## config.mk

```make
export PLATFORM = sky130hd
export DESIGN_NAME = seq_match_monitor_flat
export DESIGN_NICKNAME = d
export VERILOG_FILES = /design/src/rtl/seq_match_monitor_if.sv /design/src/rtl/seq_match_monitor.sv /design/src/flat_wrapper.sv
export SDC_FILE = /design/constraint.sdc
export NUM_CORES = 1
export LEC_CHECK = 0
export ABC_AREA = 1
export CAP_MARGIN = 5
export CORE_UTILIZATION = 51
export DETAILED_ROUTE_END_ITERATION = 6
export GPL_ROUTABILITY_DRIVEN = 0
export PLACE_DENSITY = 0.75
export REMOVE_ABC_BUFFERS = 1
export SKIP_CTS_REPAIR_TIMING = 1
export SYNTH_ARGS = -nofsm -noshare
export SYNTH_HDL_FRONTEND = slang
export SYNTH_SLANG_ARGS = --single-unit
```

## constraint.sdc

```tcl
create_clock -name clk -period 2.03 [get_ports clk]
set_clock_uncertainty 0.15 [all_clocks]
set_input_delay 0.406 -clock clk [delete_from_list [all_inputs] [get_ports clk]]
set_output_delay 0.406 -clock clk [all_outputs]
set_load 0.005 [all_outputs]
```

## src/rtl/seq_match_monitor_if.sv

```systemverilog
// Position readout channel of seq_match_monitor: the producer presents the
// oldest queued match position; the consumer pops it by holding pos_ready.
interface seq_match_monitor_if #(
  parameter int POS_W = 16
);
  // pos_data is valid whenever pos_valid is high and must not change until
  // the cycle pos_valid & pos_ready are both high (one entry moves per such cycle).
  logic             pos_valid;
  logic [POS_W-1:0] pos_data;
  logic             pos_ready;

  modport master (output pos_valid, output pos_data, input pos_ready);
  modport slave  (input pos_valid, input pos_data, output pos_ready);
endinterface

```

## src/rtl/seq_match_monitor.sv

```systemverilog
// Counts pattern-detector matches, flags a programmable threshold and queues
// the serial bit position of each match in a small FIFO.
module seq_match_monitor #(
  parameter int CNT_W      = 8,
  parameter int POS_W      = 16,
  parameter int FIFO_DEPTH = 4
) (
  input  logic             clk,
  input  logic             reset,
  input  logic             bit_valid,
  input  logic             det_in,
  input  logic             clear,
  input  logic [CNT_W-1:0] thresh,
  output logic [CNT_W-1:0] match_count,
  output logic             thresh_hit,
  output logic             overflow,
  output logic             state_dbg,
  seq_match_monitor_if.master pos_if
);

  localparam int AW    = $clog2(FIFO_DEPTH);
  localparam int PTR_W = AW + 1;

  typedef enum logic {ARMED = 1'b0, HIT = 1'b1} state_t;

  state_t           state;
  logic [POS_W-1:0] bit_pos;
  logic [POS_W-1:0] mem [FIFO_DEPTH];
  logic [PTR_W-1:0] wr_ptr;
  logic [PTR_W-1:0] rd_ptr;
  logic             match_ev;
  logic             empty;
  logic             full;
  logic             pop;
  logic             push;
  logic             cnt_sat;
  logic [CNT_W-1:0] cnt_inc;

  assign match_ev = bit_valid & det_in;
  assign empty    = (wr_ptr == rd_ptr);
  assign full     = (wr_ptr[AW] != rd_ptr[AW]) && (wr_ptr[AW-1:0] == rd_ptr[AW-1:0]);
  assign pop      = !empty && pos_if.pos_ready;
  // A pop frees the slot in the same cycle, so a full FIFO still accepts.
  assign push     = match_ev && (!full || pop);
  assign cnt_sat  = &match_count;
  assign cnt_inc  = match_count + CNT_W'(1);

  assign pos_if.pos_valid = !empty;
  assign pos_if.pos_data  = mem[rd_ptr[AW-1:0]];
  assign state_dbg        = (state == HIT);

  always_ff @(posedge clk) begin
    if (reset || clear) begin
      state       <= ARMED;
      thresh_hit  <= 1'b0;
      match_count <= '0;
      overflow    <= 1'b0;
      bit_pos     <= '0;
      wr_ptr      <= '0;
      rd_ptr      <= '0;
    end else begin
      if (bit_valid) bit_pos <= bit_pos + POS_W'(1);
      if (match_ev && !cnt_sat) match_count <= cnt_inc;
      if (match_ev && full && !pop) overflow <= 1'b1;
      if (push) wr_ptr <= wr_ptr + PTR_W'(1);
      if (pop) rd_ptr <= rd_ptr + PTR_W'(1);

      case (state)
        ARMED: begin
          // Only an exact hit on an actual increment arms the flag.
          if (match_ev && !cnt_sat && (thresh != '0) && (cnt_inc == thresh)) begin
            state      <= HIT;
            thresh_hit <= 1'b1;
          end
        end
        HIT: begin
          state      <= HIT;
          thresh_hit <= 1'b1;
        end
        default: begin
          state      <= ARMED;
          thresh_hit <= 1'b0;
        end
      endcase
    end
  end

  always_ff @(posedge clk) begin
    if (!reset && !clear && push) mem[wr_ptr[AW-1:0]] <= bit_pos;
  end

endmodule

```

## src/flat_wrapper.sv

```systemverilog
// flat-port wrapper written by rule: the top's interface ports become plain ports
module seq_match_monitor_flat 
#(
  parameter int CNT_W      = 8,
  parameter int POS_W      = 16,
  parameter int FIFO_DEPTH = 4
)
  (clk, reset, bit_valid, det_in, clear, thresh, match_count, thresh_hit, overflow, state_dbg, pos_if_pos_valid, pos_if_pos_data, pos_if_pos_ready);
  seq_match_monitor_if #(.POS_W(POS_W)) pos_if_i ();
  input  logic clk;
  input  logic reset;
  input  logic bit_valid;
  input  logic det_in;
  input  logic clear;
  input  logic [CNT_W-1:0] thresh;
  output logic [CNT_W-1:0] match_count;
  output logic thresh_hit;
  output logic overflow;
  output logic state_dbg;
  output wire logic [$bits(pos_if_i.pos_valid)-1:0] pos_if_pos_valid;
  output wire logic [$bits(pos_if_i.pos_data)-1:0] pos_if_pos_data;
  input wire logic [$bits(pos_if_i.pos_ready)-1:0] pos_if_pos_ready;
  assign pos_if_pos_valid = pos_if_i.pos_valid;
  assign pos_if_pos_data = pos_if_i.pos_data;
  assign pos_if_i.pos_ready = pos_if_pos_ready;
  seq_match_monitor #(.CNT_W(CNT_W), .POS_W(POS_W), .FIFO_DEPTH(FIFO_DEPTH)) u_core (.clk(clk), .reset(reset), .bit_valid(bit_valid), .det_in(det_in), .clear(clear), .thresh(thresh), .match_count(match_count), .thresh_hit(thresh_hit), .overflow(overflow), .state_dbg(state_dbg), .pos_if(pos_if_i));
endmodule
```

### M2 wires

Scale bar: 20 um.
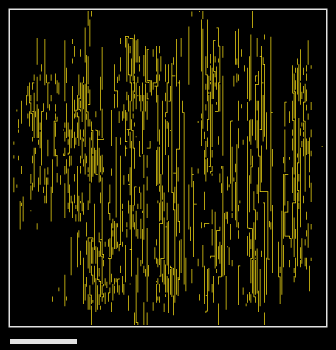
wire length on this layer: 4190 um
longest straight run: 51.7 um
main direction: vertical
share of all routed wire: 51%
nets with wire on the layer: 412
wirelength, routed: 8.25 mm
met2 track demand over resource: 36.0%

### Metal 3

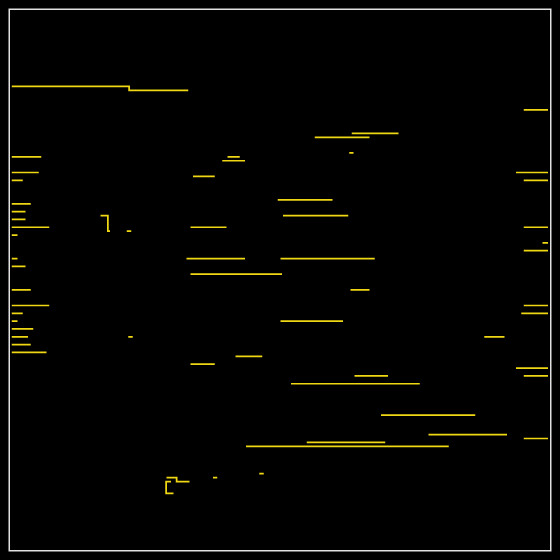
main direction: horizontal
longest straight run: 35.0 um
share of all routed wire: 4.4%
M3 GR Usage: 3.32%
number of vias after detailed routing: 3191

### Track usage over the die

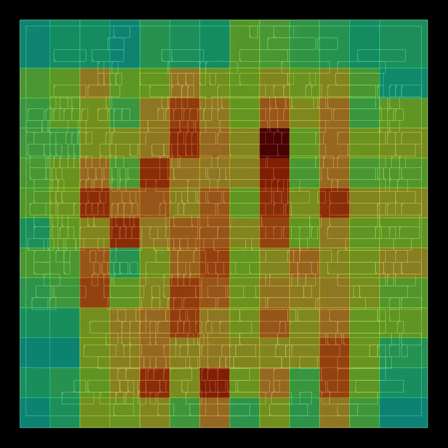
most heavily used metal layer in global routing: met2
core utilization of the finished layout: 64.4%
routed wire length per instance: 13.6 um
Tot GR Track Use: 20.6%

==> results_dict.tcl <==
# yosys + openroad results
set metrics [dict create \
    status "completed" \
    core_um2 8180 \
    peakVddDrop_v 0.000283 \
    grt_overflow_total 0 \
    detailedRoute.firstIterationViolations 132 \
    worstSetupPathType "reg2out" \
    fmax_mhz 507 \
    layout.area.seq_um2 2640 \
    initial_core_util_pct 52.6 \
    logic_area_um2 1460 \
    chipArea_um2 8810 \
    dominantRegCellSynth "sky130_fd_sc_hd__edfxtp_1" \
    common_cells "sky130_fd_sc_hd__nor2_1 (65), sky130_fd_sc_hd__edfxtp_1 (64), sky130_fd_sc_hd__nand2_1 (63)" \
    min-delay-path-class "reg2reg" \
    critPathRequiredTime_ps 1470 \
    n_tap_cell 105 \
    drv_slew 0 \
    tritoncts "built" \
    io_buffers 41 \
    largest_area_cell "sky130_fd_sc_hd__edfxtp_1" \
    power.static_leakage_nw 2.21 \
    met1_usage_pct 24.7 \
    die_h_um 93.9 \
    netlist_area_um2 4300 \
    critPathMaxFanout 14 \
    whs_ps 311 \
    hold_viol 0 \
    dr_wl_met3_um 365 \
    largest_register_ffs 64 \
    largest_net_degree_at_the_start_of_global_routing 33 \
    synth_top_cell_by_count "sky130_fd_sc_hd__nor2_1" \
    antenna_found_initial 0 \
    num-nonclk-inverters 46 \
    tool_warnings 29 \
    met1_length_mm 3.58 \
    ys.flops 99 \
    worst_pin_slew_ps 342 \
    synth-area-yosys_um2 4300 \
    n_antenna_cell 0 \
    netlist-cell-type-count 32 \
    topCellsByArea "sky130_fd_sc_hd__edfxtp_1 (45%), sky130_fd_sc_hd__dfxtp_1 (16%), sky130_fd_sc_hd__nor2_1 (5.7%), sky130_fd_sc_hd__nand2_1 (5.5%), sky130_fd_sc_hd__o21ai_0 (5.2%)" \
    max_cap_violations 0 \
    clock-sinks 99 \
    half_perimeter_wire_length_after_detailed_placement_mm 5.60 \
    design.final.nets 519 \
    power-per-cell-area_nw_per_um2 663 \
    clock_tree.buffer_depth 2 \
    setup_violations 0 \
    sequential_cell_area_share_pct 50.1 \
]
worst max-delay path, stage by stage, from the launching register on:
cell and delay, ps:
sky130_fd_sc_hd__dfxtp_4 410, sky130_fd_sc_hd__inv_4 80, sky130_fd_sc_hd__buf_6 130, sky130_fd_sc_hd__o21ai_0 90
sky130_fd_sc_hd__o22ai_1 190, sky130_fd_sc_hd__dlymetal6s2s_1 160
path summary, 6_finish.rpt:
kind | start | endpoint | slack, ps | cells after the start
worst min register to register | u_core.thresh_hit$_SDFFE_PP0P_ | u_core.thresh_hit$_SDFFE_PP0P_ | 310 | 2
worst max register to register | u_core.match_count[1]$_SDFFE_PP0P_ | u_core.thresh_hit$_SDFFE_PP0P_ | 210 | 13
worst min-delay path | u_core.thresh_hit$_SDFFE_PP0P_ | u_core.thresh_hit$_SDFFE_PP0P_ | 310 | 2
worst max-delay path | flop | pos_if_pos_data[8] | 60 | 5
kinds of logic (layout without fill, tap and decap cells):
logic type,count (synthesis),in the layout,synth area share (%)
and+or+nand+nor,174,174,18.8
DFF,99,99,60.9
AOI/OAI and AO/OA,97,97,12.5
buffers and inverters,57,123,5.15
adders and majority gates,7,7,2.03
xor gates and xnor gates,3,3,0.611
where the power goes:
| part | internal (W) | switching (W) |
|---|---|---|
| sequential | 0.00213 | 0.0000178 |
| combinational | 0.000106 | 0.000106 |
| clock | 0.000458 | 0.000670 |
| total | 0.00270 | 0.000794 |
per-stage QoR:
stage               worst slack (ps)  instances  instance area [um2]  power, W  util [%]
floorplan                       -629        426                 4260   0.00229         -
global placement               -30.9        590                 5010   0.00241      61.2
detailed placement             -93.0        590                 5010   0.00241      61.2
CTS                             -473        606                 5180   0.00352      63.4
global route                   -18.9        608                 5260   0.00363      64.4
finish                          58.6        608                 5260   0.00349      64.4
No activity file was given, so power comes from the tool's default toggle rates.
